File: src/rtl/truth_table_sweeper_if.sv
// truth_table_sweeper_if: start/DUT-sample inputs and result outputs of the sweeper.
//   master: drives start and dut_f, observes stim and results.
//   slave : the sweeper itself.
interface truth_table_sweeper_if #(
    parameter int N_IN = 3
);
    logic            start;
    logic            dut_f;
    logic [N_IN-1:0] stim;
    logic            busy;
    logic            done;
    logic            pass;
    logic [N_IN:0]   fail_count;
    logic [N_IN-1:0] first_fail_vec;
    logic            first_fail_valid;
    modport master (
        output start, dut_f,
        input  stim, busy, done, pass, fail_count, first_fail_vec, first_fail_valid
    );
    modport slave (
        input  start, dut_f,
        output stim, busy, done, pass, fail_count, first_fail_vec, first_fail_valid
    );
endinterface

File: src/rtl/truth_table_sweeper.sv
// truth_table_sweeper: exhaustive truth-table checker for an N_IN-input combinational block.
//   clk   : rising-edge clock
//   reset : asynchronous active-high reset
//   bus   : start/dut_f in; stim, busy, done, pass, fail_count, first_fail_vec, first_fail_valid out
module truth_table_sweeper #(
    parameter int                  N_IN     = 3,
    parameter int                  SETTLE   = 5,
    parameter logic [2**N_IN-1:0]  EXPECTED = 8'b0110_1001
) (
    input logic               clk,
    input logic               reset,
    truth_table_sweeper_if.slave bus
);
    localparam int CW = SETTLE > 1 ? $clog2(SETTLE) : 1;
    localparam logic [N_IN-1:0] LAST = '1;
    localparam logic [1:0] IDLE        = 2'd0;
    localparam logic [1:0] SETTLE_WAIT = 2'd1;
    localparam logic [1:0] DONE        = 2'd2;

    logic [1:0]    state;
    logic [CW-1:0] cnt;
    logic          at_sample;
    logic          mismatch;
    logic [N_IN:0] fc_next;

    always_comb begin
        at_sample = cnt == CW'(SETTLE - 1);
        mismatch  = bus.dut_f != EXPECTED[bus.stim];
        fc_next   = bus.fail_count + (N_IN + 1)'(mismatch);
    end

    always_ff @(posedge clk or posedge reset) begin
        if (reset) begin
            state                <= IDLE;
            cnt                  <= '0;
            bus.stim             <= '0;
            bus.busy             <= 1'b0;
            bus.done             <= 1'b0;
            bus.pass             <= 1'b0;
            bus.fail_count       <= '0;
            bus.first_fail_vec   <= '0;
            bus.first_fail_valid <= 1'b0;
        end else if (state != SETTLE_WAIT) begin
            // IDLE and DONE both accept start and hold results otherwise
            if (bus.start) begin
                state                <= SETTLE_WAIT;
                cnt                  <= '0;
                bus.stim             <= '0;
                bus.busy             <= 1'b1;
                bus.done             <= 1'b0;
                bus.pass             <= 1'b0;
                bus.fail_count       <= '0;
                bus.first_fail_vec   <= '0;
                bus.first_fail_valid <= 1'b0;
            end
        end else if (!at_sample) begin
            cnt <= cnt + CW'(1);
        end else begin
            bus.fail_count <= fc_next;
            if (mismatch && !bus.first_fail_valid) begin
                bus.first_fail_vec   <= bus.stim;
                bus.first_fail_valid <= 1'b1;
            end
            // all-ones is the terminal vector; stim is held there rather than wrapping
            if (bus.stim == LAST) begin
                state    <= DONE;
                bus.busy <= 1'b0;
                bus.done <= 1'b1;
                bus.pass <= fc_next == '0;
            end else begin
                bus.stim <= bus.stim + N_IN'(1);
                cnt      <= '0;
            end
        end
    end
endmodule

File: src/flat_wrapper.sv
// flat-port wrapper written by rule: the top's interface ports become plain ports
module truth_table_sweeper_flat 
#(
    parameter int                  N_IN     = 3,
    parameter int                  SETTLE   = 5,
    parameter logic [2**N_IN-1:0]  EXPECTED = 8'b0110_1001
)
  (clk, reset, bus_start, bus_dut_f, bus_stim, bus_busy, bus_done, bus_pass, bus_fail_count, bus_first_fail_vec, bus_first_fail_valid);
  truth_table_sweeper_if #(.N_IN(N_IN)) bus_i ();
  input logic clk;
  input logic reset;
  input wire logic [$bits(bus_i.start)-1:0] bus_start;
  input wire logic [$bits(bus_i.dut_f)-1:0] bus_dut_f;
  output wire logic [$bits(bus_i.stim)-1:0] bus_stim;
  output wire logic [$bits(bus_i.busy)-1:0] bus_busy;
  output wire logic [$bits(bus_i.done)-1:0] bus_done;
  output wire logic [$bits(bus_i.pass)-1:0] bus_pass;
  output wire logic [$bits(bus_i.fail_count)-1:0] bus_fail_count;
  output wire logic [$bits(bus_i.first_fail_vec)-1:0] bus_first_fail_vec;
  output wire logic [$bits(bus_i.first_fail_valid)-1:0] bus_first_fail_valid;
  assign bus_i.start = bus_start;
  assign bus_i.dut_f = bus_dut_f;
  assign bus_stim = bus_i.stim;
  assign bus_busy = bus_i.busy;
  assign bus_done = bus_i.done;
  assign bus_pass = bus_i.pass;
  assign bus_fail_count = bus_i.fail_count;
  assign bus_first_fail_vec = bus_i.first_fail_vec;
  assign bus_first_fail_valid = bus_i.first_fail_valid;
  truth_table_sweeper #(.N_IN(N_IN), .SETTLE(SETTLE), .EXPECTED(EXPECTED)) u_core (.clk(clk), .reset(reset), .bus(bus_i));
endmodule
File: config.mk
export PLATFORM = sky130hd
export DESIGN_NAME = truth_table_sweeper_flat
export DESIGN_NICKNAME = d
export VERILOG_FILES = /design/src/rtl/truth_table_sweeper_if.sv /design/src/rtl/truth_table_sweeper.sv /design/src/flat_wrapper.sv
export SDC_FILE = /design/constraint.sdc
export NUM_CORES = 1
export LEC_CHECK = 0
export ABC_AREA = 1
export ABC_CLOCK_PERIOD_IN_PS = 5700
export CELL_PAD_IN_SITES_DETAIL_PLACEMENT = 2
export CELL_PAD_IN_SITES_GLOBAL_PLACEMENT = 2
export CORE_ASPECT_RATIO = 0.9
export CORE_MARGIN = 2
export CORE_UTILIZATION = 35
export CTS_BUF_LIST = sky130_fd_sc_hd__clkbuf_4
export DETAILED_ROUTE_END_ITERATION = 6
export GPL_ROUTABILITY_DRIVEN = 0
export HOLD_SLACK_MARGIN = 0.1
export PLACE_DENSITY = 0.89
export RECOVER_POWER = 50
export SYNTH_ARGS = -nofsm -noshare
export SYNTH_HDL_FRONTEND = slang
export SYNTH_SLANG_ARGS = --single-unit
File: constraint.sdc
create_clock -name clk -period 5.7 [get_ports clk]
set_clock_uncertainty 0.15 [all_clocks]
set_input_delay 1.14 -clock clk [delete_from_list [all_inputs] [get_ports clk]]
set_output_delay 1.14 -clock clk [all_outputs]
set_load 0.01 [all_outputs]
Supply network:
Drawn at 6 px/um. Pins as bars on the die edge.
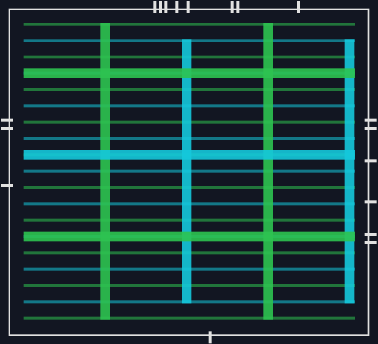
- VDD: cyan
- VSS: green
- signal pins: 18
- met1 rails: 19
- met4 straps: 4
- met5 straps: 3
die extent in x: 59.6 um
maximum vdd ir drop: 133 uV

Cells coloured by class:
Drawn at 4 px/um. Fill, decap, tap and diode cells in grey.
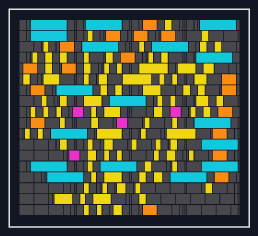
- clock drivers and dummy loads: magenta (cells 4; share of their area 2.6%)
- remaining logic cells: yellow (cells 89; share of their area 46%)
- remaining buffers and delay cells: orange (cells 17; share of their area 15%)
- registers: cyan (cells 17; share of their area 37%)

==> results.txt <==
Notes on the physical design

The sequential cells in the finished layout cover a total of 425 um2. The fraction of area in registers is 0.357. The total clock network power is 71.8 uW. TritonCTS built the clock tree. The number of warnings reported in the stage logs is 27. For reference, the top cells by count after synthesis are nand2_1 (21), dfrtp_1 (17), nand3_1 (14). The post-synthesis async set-or-reset flop share is 1.00. The upper clock frequency limit is 0.349 GHz. In this run, synthesis inferred 0 flip-flops with an integrated enable. After filler insertion, the fill cell instance count of the layout stands at 310.

The antenna diode count is 0. The Yosys chip area is 975 um2. The proportion of power drawn by combinational gates is 0.479. The final max-slew violation count recorded for this run is 0. The buffer share of cell area is 0.143.

The reg2reg setup slack is 3.36 ns. Per the synthesis report, the AND-OR/OR-AND share of the synthesized area is 0.0565. Dividing total power by cell area gives a power density of 391 nW/um2. At the end of the flow, the number of nets in the layout was 138.

For this design the top-level I/O count stands at 18. The number of instances in the synthesized netlist is 106. Per the synthesis report, the simple-gate share of the synthesized area is 0.352. The final instance count without filler cells is 157. Per the final report, the share of cell area in clock cells is 0.0252. The number of multi-input logic gates is 74.

Per the run report, area growth between synthesis and finish was 22.3%. The first global-routing pass estimated 4280 um of wire. The remaining antenna violation count is 0.

The instance count after placement with tap cells included is 153. The sequential power is 171 uW. The share of the clock period used by the worst path after layout is 0.503. The clock buffer instance count of the final layout is 4. The floorplan-stage core utilization is 0.361. After layout, the worst setup slack is 2.83 ns. Per the post-place timing report, worst setup slack is 2.55 ns. The worst path needs 2.87 ns of the cycle, external delays included.

After global routing the overflow that remains totals 0. The number of standard-cell rows in the floorplan is 18. The flow ran to the end, and the final reports show no timing, DRC or antenna violations. The layout sequential cell count is 17. The clock latency on the worst-skew pair is 0.30 ns. The start point of the critical path is bus_dut_f.

Counting only logic cells after layout, the most numerous master is nand2_1. The detailed-routing iteration count for the pre-antenna-repair pass is 2. The floorplan die area is 3220 um2. The sum of net half-perimeters after detailed placement is 2030 um. The endpoint of the worst setup timing path is u_core.bus.pass.

The worst setup path is launched from an input pin. Hold analysis shows the worst path with a depth of 2. The origin of the critical flop-to-flop path is u_core.bus.stim[0]. The number of input and output port buffers inserted is 17. The buffer count from post-CTS setup fixing is 0.

STA puts the critical path data arrival time at 2.97 ns. The cell chosen for the clock root is clkbuf_4. The startpoint-to-endpoint class of the critical path is input pin to flop.

The run reported a max-capacitance violation count of 0. The worst setup path is captured at a flop. The multi-input combinational cells in the finished layout cover a total of 470 um2. The worst min-delay path endpoint is u_core.bus.pass. In the final report, the number of hold violations comes to 0.

The number of synthesis warnings is 0. The minimum hold slack is 0.358 ns. Cell internal power was estimated by the tool at 261 uW. The clock passes through at most 2 buffers.

Of the total power, the share spent switching nets is 0.439. The most used flip-flop cell is dfrtp_1. The layout report gives the multi-input gate share of total cell area as 0.395. The flow reports power dissipated in combinational cells as 223 uW. Summed over all routing layers, the global router reports a total usage of 0.185. The number of resized instances in the post-cts repair step is 0. The non-clock buffer count in the final layout is 17. The number of clock buffers added by TritonCTS is 3.

The largest total area in the synthesized netlist belongs to dfrtp_1. Per the hold report, the tightest min-delay path originates at u_core.bus.pass. Of all power groups, the one with the highest power is combinational cells. The synthesis stat section lists a flop and latch total of 17. Entering global routing, the biggest net connects 18 pins. The total vias in the final route is 818.

Buffers inserted to repair hold after CTS numbered 0. Of the post-synthesis cell area, the part taken by muxes is 0. The detailed router finished its first iteration with 10 violations. For this run, the final setup violation count is recorded as 0. The synthesized area per cell is 9.20 um2.

For the pin with the worst max-slew slack, the measured transition is 0.687 ns. The share of total power dissipated in the clock network is 0.154. The top cell type's share of synthesized area is 0.436.

In this run the critical register-to-register path is captured at u_core.bus.pass. The post-route setup TNS is 0 ns. The adder-cell share of the synthesized area is 0.0770.

The xor/xnor cell area share of the yosys netlist is 0.0180. With fillers left out, the area of the finished cells amounts to 1190 um2.
Routed clock nets over the placement:
Drawn at 10 px/um.
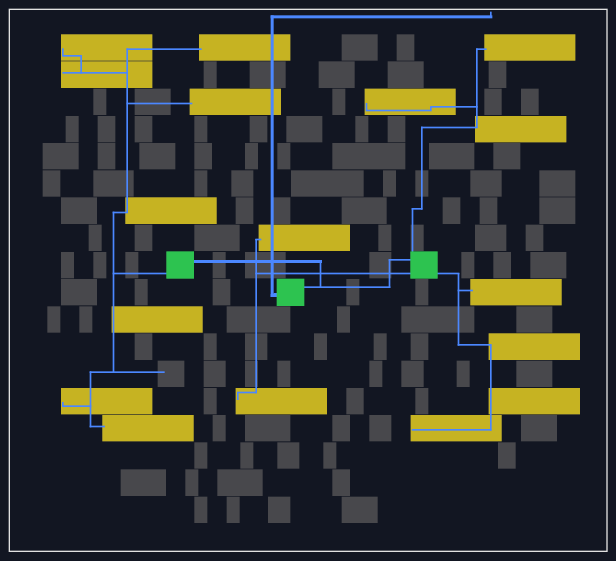
- clock wires: blue (length 274 um)
- flip-flops: yellow (count 17)
- clock-net drivers: green (count 3)
- routed clock nets: 4

metal layers:
layer	global-route usage	wire length, um	share of wire
met5	0	0	0
met4	0.0444	27	0.010
met3	0.0433	67	0.026
met2	0.346	1380	0.53
met1	0.214	1100	0.43
worst max-delay path: stages:
cell	delay (ns)
clkdlybuf4s50_1	0.48
inv_1	0.04
nand2_1	0.08
nand2_1	0.06
nand2_1	0.10
nand2_4	0.08
ha_1	0.21
ha_1	0.27
inv_1	0.07
nand2_1	0.05
nor2_1	0.08
nand2_1	0.07
nand3b_1	0.17
nand2_1	0.07
cell families after synthesis:
group / Yosys count
compound gates: 11
xor+xnor: 2
fa+ha+maj: 6
buf+inv: 15
flops: 17
simple gates: 55
Power figures rest on the tool's default switching activity, not on a simulated workload.
